**src/rtl/fifo_burst_rd_pkg.sv**
```systemverilog
// fifo_burst_rd_pkg
//   Shared types and constants for the burst read controller.
//   - fifo_burst_rd_state_e : controller FSM states
//   - SKID_DEPTH            : entries in the output skid buffer
package fifo_burst_rd_pkg;

  typedef enum logic [1:0] {
    IDLE  = 2'd0,
    BURST = 2'd1,
    DRAIN = 2'd2
  } fifo_burst_rd_state_e;

  localparam int SKID_DEPTH = 2;

endpackage

```
**src/rtl/fifo_burst_rd_skid_buf.sv**
```systemverilog
// skid_buf
//   Two-entry valid/ready buffer. in_ready_o is a decode of the registered
//   occupancy, so it never depends on out_ready_i in the same cycle.
//   Ports:
//     clk_i, rst_n_i   clock, asynchronous active-low reset
//     flush_i          synchronous clear of occupancy
//     in_valid_i/in_ready_o/in_data_i     upstream side
//     out_valid_o/out_ready_i/out_data_o  downstream side (data from a register)
module skid_buf
  import fifo_burst_rd_pkg::*;
#(
  parameter int WIDTH = 33
) (
  input  logic             clk_i,
  input  logic             rst_n_i,
  input  logic             flush_i,
  input  logic             in_valid_i,
  output logic             in_ready_o,
  input  logic [WIDTH-1:0] in_data_i,
  output logic             out_valid_o,
  input  logic             out_ready_i,
  output logic [WIDTH-1:0] out_data_o
);

  logic [1:0]       r_cnt;
  logic [WIDTH-1:0] r_d0;   // head entry, drives the output
  logic [WIDTH-1:0] r_d1;   // second entry, only used while the head is stalled
  logic             w_push;
  logic             w_pop;

  assign in_ready_o  = (r_cnt != 2'(SKID_DEPTH));
  assign out_valid_o = (r_cnt != 2'd0);
  assign out_data_o  = r_d0;
  assign w_push      = in_valid_i & in_ready_o;
  assign w_pop       = out_valid_o & out_ready_i;

  always_ff @(posedge clk_i or negedge rst_n_i) begin
    if (!rst_n_i) begin
      r_cnt <= 2'd0;
      r_d0  <= '0;
      r_d1  <= '0;
    end else if (flush_i) begin
      r_cnt <= 2'd0;
    end else begin
      case (r_cnt)
        2'd0: begin
          if (w_push) begin
            r_d0  <= in_data_i;
            r_cnt <= 2'd1;
          end
        end
        2'd1: begin
          // Push and pop together: the new beat replaces the departing head.
          if (w_push && w_pop) begin
            r_d0 <= in_data_i;
          end else if (w_push) begin
            r_d1  <= in_data_i;
            r_cnt <= 2'd2;
          end else if (w_pop) begin
            r_cnt <= 2'd0;
          end
        end
        default: begin
          if (w_pop) begin
            r_d0  <= r_d1;
            r_cnt <= 2'd1;
          end
        end
      endcase
    end
  end

endmodule

```
**src/rtl/fifo_burst_rd.sv**
```systemverilog
// fifo_burst_rd
//   Read-side controller for a synchronous fifo: waits until enough words are
//   present, pops a burst of burst_len_i+1 words and streams them out through
//   a 2-entry skid buffer with a last flag on the final beat.
//   Ports:
//     clk_i, rst_n_i                   clock, asynchronous active-low reset
//     flush_i                          abort burst, drop skid contents
//     en_i, burst_len_i                burst start enable, beats-1
//     fifo_empty_i/full_i/cnt_i/dat_i  fifo status and head data
//     fifo_pop_o                       pop strobe (independent of out_ready_i)
//     out_valid_o/ready_i/data_o/last_o  output stream
//     busy_o, burst_done_o             status, end-of-burst pulse
module fifo_burst_rd
  import fifo_burst_rd_pkg::*;
#(
  parameter int DATA_WIDTH       = 32,
  parameter int BUFFER_DEPTH     = 8,
  parameter int LOG_BUFFER_DEPTH = (BUFFER_DEPTH > 1) ? $clog2(BUFFER_DEPTH) : 1,
  parameter int BURST_WIDTH      = 8
) (
  input  logic                        clk_i,
  input  logic                        rst_n_i,
  input  logic                        flush_i,
  input  logic                        en_i,
  input  logic [BURST_WIDTH-1:0]      burst_len_i,
  input  logic                        fifo_empty_i,
  input  logic                        fifo_full_i,
  input  logic [LOG_BUFFER_DEPTH-1:0] fifo_cnt_i,
  input  logic [DATA_WIDTH-1:0]       fifo_dat_i,
  output logic                        fifo_pop_o,
  output logic                        out_valid_o,
  input  logic                        out_ready_i,
  output logic [DATA_WIDTH-1:0]       out_data_o,
  output logic                        out_last_o,
  output logic                        busy_o,
  output logic                        burst_done_o
);

  localparam int OCC_W = LOG_BUFFER_DEPTH + 1;
  localparam int THR_W = (BURST_WIDTH + 1 > OCC_W) ? BURST_WIDTH + 1 : OCC_W;

  fifo_burst_rd_state_e   r_state;
  logic [BURST_WIDTH-1:0] r_beats_left;
  logic                   r_done;

  logic [OCC_W-1:0]       w_occ;
  logic [THR_W-1:0]       w_len_p1;
  logic [THR_W-1:0]       w_thr;
  logic                   w_start;
  logic                   w_pop;
  logic                   w_skid_rdy;
  logic                   w_skid_vld;
  logic [DATA_WIDTH:0]    w_skid_in;
  logic [DATA_WIDTH:0]    w_skid_out;
  logic                   w_hs_last;

  // The fifo count wraps to 0 when full, so full must override it.
  assign w_occ    = fifo_full_i ? OCC_W'(BUFFER_DEPTH) : {1'b0, fifo_cnt_i};
  // Bursts longer than the fifo can only wait for a full fifo.
  assign w_len_p1 = THR_W'(burst_len_i) + THR_W'(1);
  assign w_thr    = (w_len_p1 > THR_W'(BUFFER_DEPTH)) ? THR_W'(BUFFER_DEPTH) : w_len_p1;
  assign w_start  = (r_state == IDLE) & en_i & ~flush_i & (THR_W'(w_occ) >= w_thr);

  // Pop uses only the registered skid-ready flag, never out_ready_i.
  assign w_pop     = (r_state == BURST) & ~fifo_empty_i & w_skid_rdy & ~flush_i;
  assign w_skid_in = {(r_beats_left == '0), fifo_dat_i};
  assign w_hs_last = w_skid_vld & out_ready_i & w_skid_out[DATA_WIDTH];

  always_ff @(posedge clk_i or negedge rst_n_i) begin
    if (!rst_n_i) begin
      r_state      <= IDLE;
      r_beats_left <= '0;
      r_done       <= 1'b0;
    end else if (flush_i) begin
      r_state      <= IDLE;
      r_beats_left <= '0;
      r_done       <= 1'b0;
    end else begin
      r_done <= 1'b0;
      case (r_state)
        IDLE: begin
          if (w_start) begin
            r_state      <= BURST;
            r_beats_left <= burst_len_i;
          end
        end
        BURST: begin
          if (w_pop) begin
            if (r_beats_left == '0) begin
              r_state <= DRAIN;
            end else begin
              r_beats_left <= r_beats_left - BURST_WIDTH'(1);
            end
          end
        end
        DRAIN: begin
          if (w_hs_last) begin
            r_state <= IDLE;
            r_done  <= 1'b1;
          end
        end
        default: r_state <= IDLE;
      endcase
    end
  end

  skid_buf #(
    .WIDTH(DATA_WIDTH + 1)
  ) u_skid (
    .clk_i      (clk_i),
    .rst_n_i    (rst_n_i),
    .flush_i    (flush_i),
    .in_valid_i (w_pop),
    .in_ready_o (w_skid_rdy),
    .in_data_i  (w_skid_in),
    .out_valid_o(w_skid_vld),
    .out_ready_i(out_ready_i),
    .out_data_o (w_skid_out)
  );

  assign fifo_pop_o   = w_pop;
  assign out_valid_o  = w_skid_vld;
  assign out_data_o   = w_skid_out[DATA_WIDTH-1:0];
  // Stale skid contents after a flush must not show a last flag.
  assign out_last_o   = w_skid_vld & w_skid_out[DATA_WIDTH];
  assign busy_o       = (r_state != IDLE);
  assign burst_done_o = r_done;

endmodule

```
**config.mk**
```make
export PLATFORM = sky130hd
export DESIGN_NAME = fifo_burst_rd
export DESIGN_NICKNAME = d
export VERILOG_FILES = /design/src/rtl/fifo_burst_rd_pkg.sv /design/src/rtl/fifo_burst_rd_skid_buf.sv /design/src/rtl/fifo_burst_rd.sv
export SDC_FILE = /design/constraint.sdc
export NUM_CORES = 1
export LEC_CHECK = 0
export CELL_PAD_IN_SITES_DETAIL_PLACEMENT = 1
export CELL_PAD_IN_SITES_GLOBAL_PLACEMENT = 1
export CORE_MARGIN = 2
export CORE_UTILIZATION = 36
export DETAILED_ROUTE_END_ITERATION = 7
export PLACE_DENSITY_LB_ADDON = 0.1
export SLEW_MARGIN = 20
export SYNTH_ARGS = -nofsm -noshare
export SYNTH_HDL_FRONTEND = slang
export SYNTH_SLANG_ARGS = --single-unit
export TNS_END_PERCENT = 30
```
**constraint.sdc**
```tcl
create_clock -name clk_i -period 1.5 [get_ports clk_i]
set_input_delay 0.15 -clock clk_i [delete_from_list [all_inputs] [get_ports clk_i]]
set_output_delay 0.15 -clock clk_i [all_outputs]
set_load 0.1 [all_outputs]
```
Fig. 1: run 1, routed clock nets over the placement
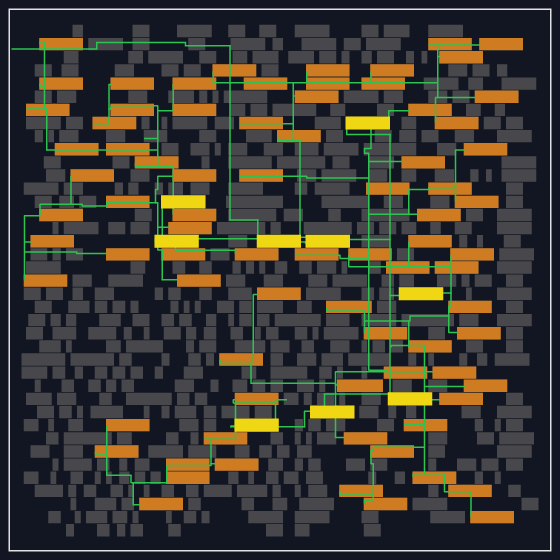
Key: clock drivers = yellow [count 9]; flip-flops = orange [count 79]; clock wires = green [length 1150 µm]
There are 10 routed clock nets.

Fig. 2: run 1, met2 routing
The bar under the picture is 20 µm long.
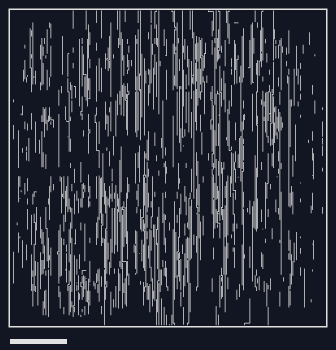
The longest straight run is 45.9 µm. 533 nets have wire on it. The wires run mostly vertical. The layer carries 6180 µm of wire.

Fig. 3: run 1, supply network
Pins as bars on the die edge. Tap cells in grey.
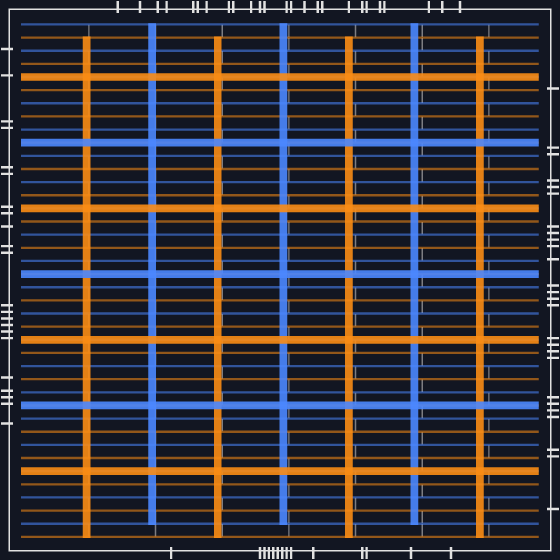
Key: VDD = blue; VSS = orange
7 straps on met5. 143 tap cells. 87 signal pins sit on the boundary. 40 met1 rails follow the rows. 7 straps on met4.

==> ci_impl_report.md, run 1 <==
### Metrics collected by this job

| Metric | Value |
|---|---|
| Status | complete, but fails checks |
| Violated checks | negative setup slack |
| # setup viols final | 79 |
| Top Layout Cells | 77 x dfrtp_1, 61 x buf_4, 44 x buf_12 |
| Clock root cell | clkbuf_16 |
| Async S/R FF share, synth | 100% |
| Setup Buffers After CTS | 12 |
| Worst Slack Setup Final | -0.573 ns |
| Total GRT Usage | 19.6% |
| Tcrit/Tclk final | 138% |
| WL met2 | 6.18 mm |
| Final hold slack | 0.292 ns |
| Sequential-to-total area share from yosys stat | 47.3% |
| Leakage | 3.17 nW |
| Fp_density | 36.8% |
| Buf/Inv on CP | 2 |
| CP cell instances | buf_8, ha_4, buf_6, nor3_4, a21oi_2, nor3b_4, nand2_2, ha_4, nand2_4, o21ai_4, a31oi_4, or3_4, o311ai_4 |
| Yosys Instances | 380 |
| Worst Path Max Fanout | 6 |
| Final wirelength | 12.2 mm |
| GR met2 Demand/Resource | 34.7% |
| Area leader share | 47.3% |
| Worst Setup Path Type | in2reg |
| Core Area | 0.0114 mm² |
| I/O pins | 87 |
| Distinct cells, synth | 55 |
| F_max | 482 MHz |
| Hold EP | r_beats_left[1] |
| Most frequent logic cell in the layout | dfrtp_1 |
| Die width | 112 µm |
| Final Cell Area | 0.00699 mm² |
| Pwr/cell area | 1980 mW/mm² |
| Die height | 112 µm |
| FF-to-FF End | r_beats_left[2] |
| RePlAce Congestion | 0.771 |
| First-pass GRT wire length | 19.3 mm |
| Hold depth | 4 |
| Resize count post-CTS | 95 |
| Relative max-transition margin | 72.5% |
| Layout cells sized above 1 | 49.2% |
| Worst path depth | 13 |
| WP data arrival | 2.30 ns |
| Placed cell count | 623 |
| Most frequent CP cell | ha_4 |
| Met1 wire length | 5.40 mm |
| Routed len/inst | 18.3 µm |
| Vias | 3389 |
| Final Net Count | 578 |
| WL met3 | 447 µm |
| Initial DRC Count | 133 |
| Yosys stat area | 0.00418 mm² |
| Critical Path RT | 1.73 ns |
| Reg2reg start | u_skid.r_cnt[1] |
| Delay of the slowest critical-path stage | 0.40 ns |
| Slew @ Worst Pin | 0.412 ns |
| Cells after Synth | 380 |
| Slowest-stage cell, CP | or3_4 |
| MaxCap Viol Count | 0 |
| Die area | 0.0125 mm² |
| Number of enable flip-flop cells | 0 |
[run 1: report_power, final]
group | switching, mW | internal (mW)
clock network | 0.918 | 1.52
logic | 4.66 | 3.24
registers | 0.712 | 2.75
total | 6.29 | 7.51
[run 1: final cells by class]
class | instances | area [µm²]
clock buffers | 10 | 239
fillers | 1148 | 4380
repair buffers | 178 | 2270
well taps | 143 | 179
multi-input cells | 244 | 2190
flip-flops and latches | 79 | 1980
clock inverters | 6 | 92.6
inverters | 9 | 37.5
[run 1: cells by family (layout without fill, tap and decap cells)]
family / after synthesis / after routing / synth area share (%)
buf+inv: 57 / 203 / 9.33
simple gates: 96 / 96 / 12.1
flops: 79 / 79 / 47.3
mux: 65 / 65 / 17.2
compound gates: 71 / 71 / 10.9
fa+ha+maj: 7 / 7 / 2.09
xor+xnor: 5 / 5 / 1.05
## Run 2: what changed since run 1
Settings changed: SLEW_MARGIN 20 to 15.
Fig. 4: run 2, routed clock nets over the placement
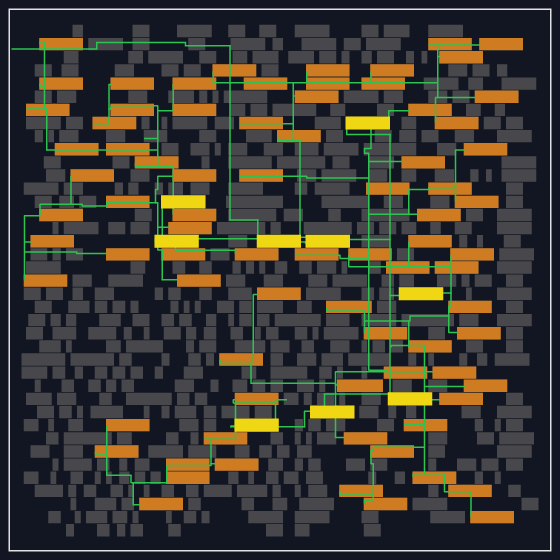
Key: clock wires = green [length 1150 µm]; flip-flops = orange [count 79]; clock drivers = yellow [count 9]
Position of the flops: widely spread. There are 10 routed clock nets.
clock network power: 2.43 mW
Late-Pin Clk Latency: 0.33 ns
Worst Skew: 0.00821 ns
clock network fraction of total power: 17.6%

==> run 2 against run 1 <==
The flow still finishes with violations (negative setup slack). Worst setup slack did not move. Sequential power hardly changed. Fmax unchanged. Count of clock-buffer cells in the layout did not move. Via count did not move. Synthesized cell count is the same.
==> ci_impl_report.md, run 2 <==
### Metrics collected by this job

| Metric | Value |
|---|---|
| Status | complete, but fails checks |
| Violated checks | negative setup slack |
| Simple-gate share of the synthesized area | 12.1% (unchanged) |
| Synth mux share | 17.2% (unchanged) |
| Buf/Inv on CP | 2 (unchanged) |
| MaxCap Viol Count | 0 (unchanged) |
| Die height | 112 µm (unchanged) |
| Fp_density | 36.8% (unchanged) |
| Resize count post-CTS | 95 (unchanged) |
| Met1 wire length | 5.40 mm (unchanged) |
| # setup viols final | 79 (unchanged) |
| Slew @ Worst Pin | 0.412 ns (unchanged) |
| Cells after Synth | 380 (unchanged) |
| Switch Pwr | 6.29 mW (unchanged) |
| Yosys stat area | 0.00418 mm² (unchanged) |
| Leakage | 3.17 nW (unchanged) |
| Switch share | 45.6% (unchanged) |
| First-pass GRT wire length | 19.3 mm (unchanged) |
| Core Area | 0.0114 mm² (unchanged) |
| Tcrit/Tclk final | 138% (unchanged) |
| Adder share | 2.09% (unchanged) |
| Worst Path Max Fanout | 6 (unchanged) |
| Flop+latch power | 3.47 mW (about the same) |
| Internal power | 7.51 mW (unchanged) |
| Hold EP | r_beats_left[1] |
| Largest logic family | multiplexers |
| Hold depth | 4 (unchanged) |
| Sequential-to-total area share from yosys stat | 47.3% (unchanged) |
| Die area | 0.0125 mm² (unchanged) |
| WL met2 | 6.18 mm (unchanged) |
| Comb pwr | 7.90 mW (about the same) |
| Layout cells sized above 1 | 49.2% (unchanged) |
| RePlAce Congestion | 0.771 (unchanged) |
| Initial DRC Count | 133 (unchanged) |
| Distinct cells, synth | 55 (unchanged) |
| Yosys Instances | 380 (unchanged) |
| Worst Setup Path Type | in2reg |
| CP cell instances | buf_8, ha_4, buf_6, nor3_4, a21oi_2, nor3b_4, nand2_2, ha_4, nand2_4, o21ai_4, a31oi_4, or3_4, o311ai_4 |
| Final wirelength | 12.2 mm (unchanged) |
| Total GRT Usage | 19.6% (unchanged) |
| Placed cell count | 623 (unchanged) |
| Comb pwr share | 57.3% (about the same) |
| Relative max-transition margin | 72.5% (unchanged) |
| I/O pins | 87 (unchanged) |
| Worst Slack Setup Final | -0.573 ns (unchanged) |
| Critical Path RT | 1.73 ns (about the same) |
| Async S/R FF share, synth | 100% (unchanged) |
| Setup Buffers After CTS | 12 (unchanged) |
| Xor+xnor area frac | 1.05% (unchanged) |
| Flop pwr share | 25.1% (about the same) |
| Pwr/cell area | 1980 mW/mm² (unchanged) |
| WP data arrival | 2.30 ns (about the same) |
| Final Net Count | 578 (unchanged) |
Fig. 5: run 2, met2 routing
The bar under the picture is 20 µm long.
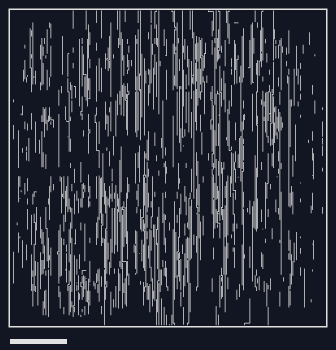
533 nets have wire on it. The layer holds 51% of the routed length. The longest straight run is 45.9 µm.

-- run 2: area by class of cell --
cell class	instances	area, µm²	area share (%)
Inverter	9	37.5	0.537
Multi-Input combinational cell	244	2190	31.3
Tap cell	143	179	2.56
Timing Repair Buffer	178	2270	32.5
Sequential cell	79	1980	28.3
Clock inverter	6	92.6	1.33
Clock buffer	10	239	3.42
-- run 2: worst max-delay path by stage --
stage	to	slack [ns]	cells past startpoint
after floorplan	r_beats_left[7]	-0.63	5
after global placement	r_beats_left[0]	-1.30	12
after detailed placement	r_beats_left[7]	-1.47	13
after CTS	r_beats_left[0]	-0.59	13
after global routing	r_beats_left[0]	-0.68	13
final	r_beats_left[0]	-0.57	13
## Run 3: what changed since run 2
Settings changed: CORE_ASPECT_RATIO from default to 1.4, CTS_CLUSTER_SIZE from default to 25, SKIP_LAST_GASP from default to 1.
Fig. 6: run 3, supply network
Pins as bars on the die edge. Tap cells in grey.
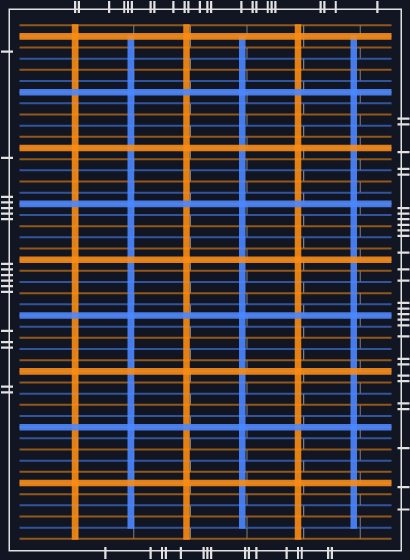
Key: VSS = orange; VDD = blue
9 straps on met5. 6 straps on met4. The core has 46 rows.

==> run 3 against run 2 <==
The run still ends with negative setup slack left. Critical path depth did not move. Global-route usage is 0.95 points lower. Non-clock buffer count is 25 lower. Hold slack worse by 0.085 ns. Die size up 0.10%. Sequential share of layout area increased by 2.5 points. Combinational power down 8.5%. Cell area fell by 8.2%. Clock power grew 12%. Register-to-register slack better by 0.03 ns. Area after synthesis did not move. Count of clock-buffer cells in the layout shrank 1. Largest cell class is now combinational gates. Largest power group unchanged.
==> ci_impl_report.md, run 3 <==
### Metrics collected by this job

| Metric | Value |
|---|---|
| Die height | 132 µm (+18%) |
| Total GRT Usage | 18.6% (-0.95 points) |
| Well Taps | 144 (+0.70%) |
| I/O pins | 87 (unchanged) |
| Non-clk bufs | 153 (-14%) |
| Status | complete, but fails checks |
| NonClk Buf Share | 28.3% (-4.1 points) |
| Slew @ Worst Pin | 0.402 ns (-0.0100 ns) |
| Adder share | 2.09% (unchanged) |
| Violated checks | negative setup slack |
| Distinct cells, synth | 55 (unchanged) |
| Clock Buffer Count | 9 (-1) |
| Worst Setup Path Type | in2reg |
| Largest class | combinational gates |
| Late-Pin Clk Latency | 0.34 ns (about the same) |
| Worst Slack Setup Final | -0.547 ns (+0.0257 ns) |
| Largest logic family | multiplexers |
| Cells after Synth | 380 (unchanged) |
| Fp_density | 36.9% (+0.10 points) |
| First-pass GRT wire length | 18.0 mm (-6.7%) |
| Sequential-to-total area share from yosys stat | 47.3% (unchanged) |
| Yosys Instances | 380 (unchanged) |
| Pwr/cell area | 2070 mW/mm² (+5.0%) |
| Combinational Gates | 244 (unchanged) |
| Non-Clock Inverter Count | 9 (unchanged) |
| Worst Skew | 0.00876 ns (+0.000552 ns) |
| Relative max-transition margin | 73.2% (+0.61 points) |
| Worst Path Max Fanout | 4 (-2) |
| Xor+xnor area frac | 1.05% (unchanged) |
| Reg area | 0.00198 mm² (about the same) |
| Leakage | 2.91 nW (-8.3%) |
| Die area | 0.0125 mm² (+0.10%) |
| RePlAce Congestion | 0.817 (+6.0%) |
| Synth mux share | 17.2% (unchanged) |
| WP data arrival | 2.27 ns (-0.03 ns) |
| Tcrit/Tclk final | 136% (-1.7 points) |
| # setup viols final | 66 (-16%) |
| Final Net Count | 553 (-4.3%) |
| Resize count post-CTS | 47 (-51%) |
| Placed cell count | 618 (-0.80%) |
| Multi-input combinational area share | 31.7% (+0.32 points) |
| Yosys stat area | 0.00418 mm² (unchanged) |
| Simple-gate share of the synthesized area | 12.1% (unchanged) |
Fig. 7: run 3, cell outlines without signal wires
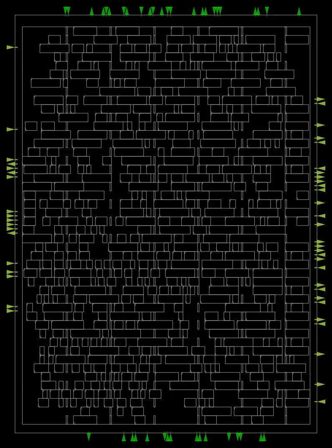
sequential cell area share: 30.8%
Core Area: 0.0113 mm²

## run 3: cell counts after synthesis
Identical to the previous run, type by type.
## run 3: power by group
part / switching (mW) / total [mW] / internal [mW]
registers: 0.617 / 3.37 / 2.75
clock network: 0.906 / 2.71 / 1.80
logic: 4.41 / 7.23 / 2.82
## run 3: final timing paths
check	startpoint	to	slack [ns]	depth (start not counted)
min reg2reg	u_skid.r_d1[32]	u_skid.r_d1[32]	0.50	2
max reg2reg	r_state[1]	r_beats_left[6]	-0.18	7
min	burst_len_i[7]	r_beats_left[7]	0.21	4
max	burst_len_i[0]	r_beats_left[5]	-0.55	13
max in group asynchronous	rst_n_i	u_skid.r_d1[9]	0.68	3
min in group asynchronous	rst_n_i	u_skid.out_data_o[9]	0.26	2

==> notes/layouts.md <==
Pictures saved along the way, in no particular order.

Cell classes on the final placement.
The bar under the picture is 20 µm long. Fill, decap, tap and diode cells in grey.
(a)
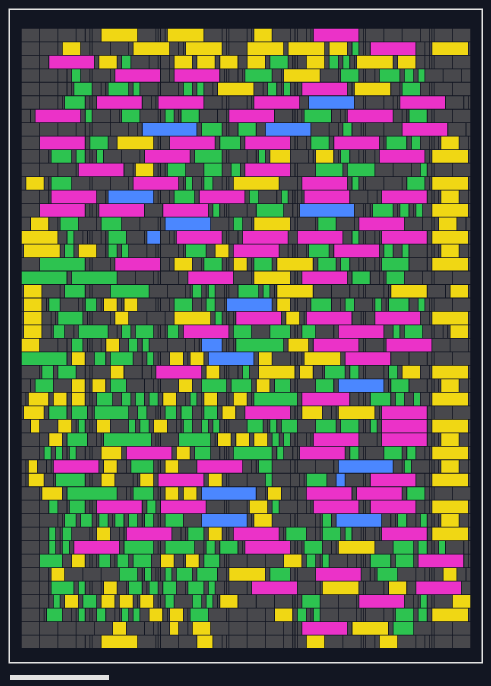
(b)
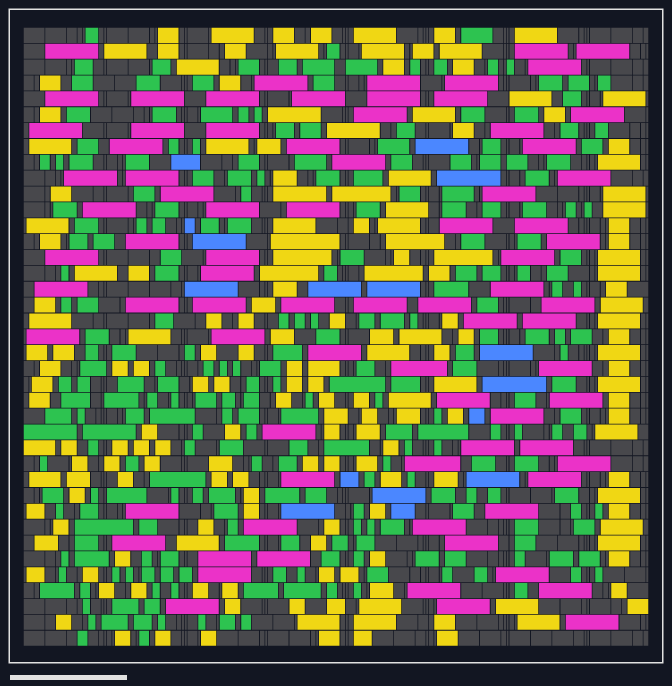
Run 3 is (a).
Run 1 is (b).

Key to (b):
Key: clock drivers and dummy loads = blue [cells 16, share of their area 4.9%]; other buffers and delay cells = yellow [cells 178, share of their area 33%]; flops = magenta [cells 79, share of their area 29%]; combinational and other logic = green [cells 253, share of their area 33%]

Power and IR drop assume default switching activity.
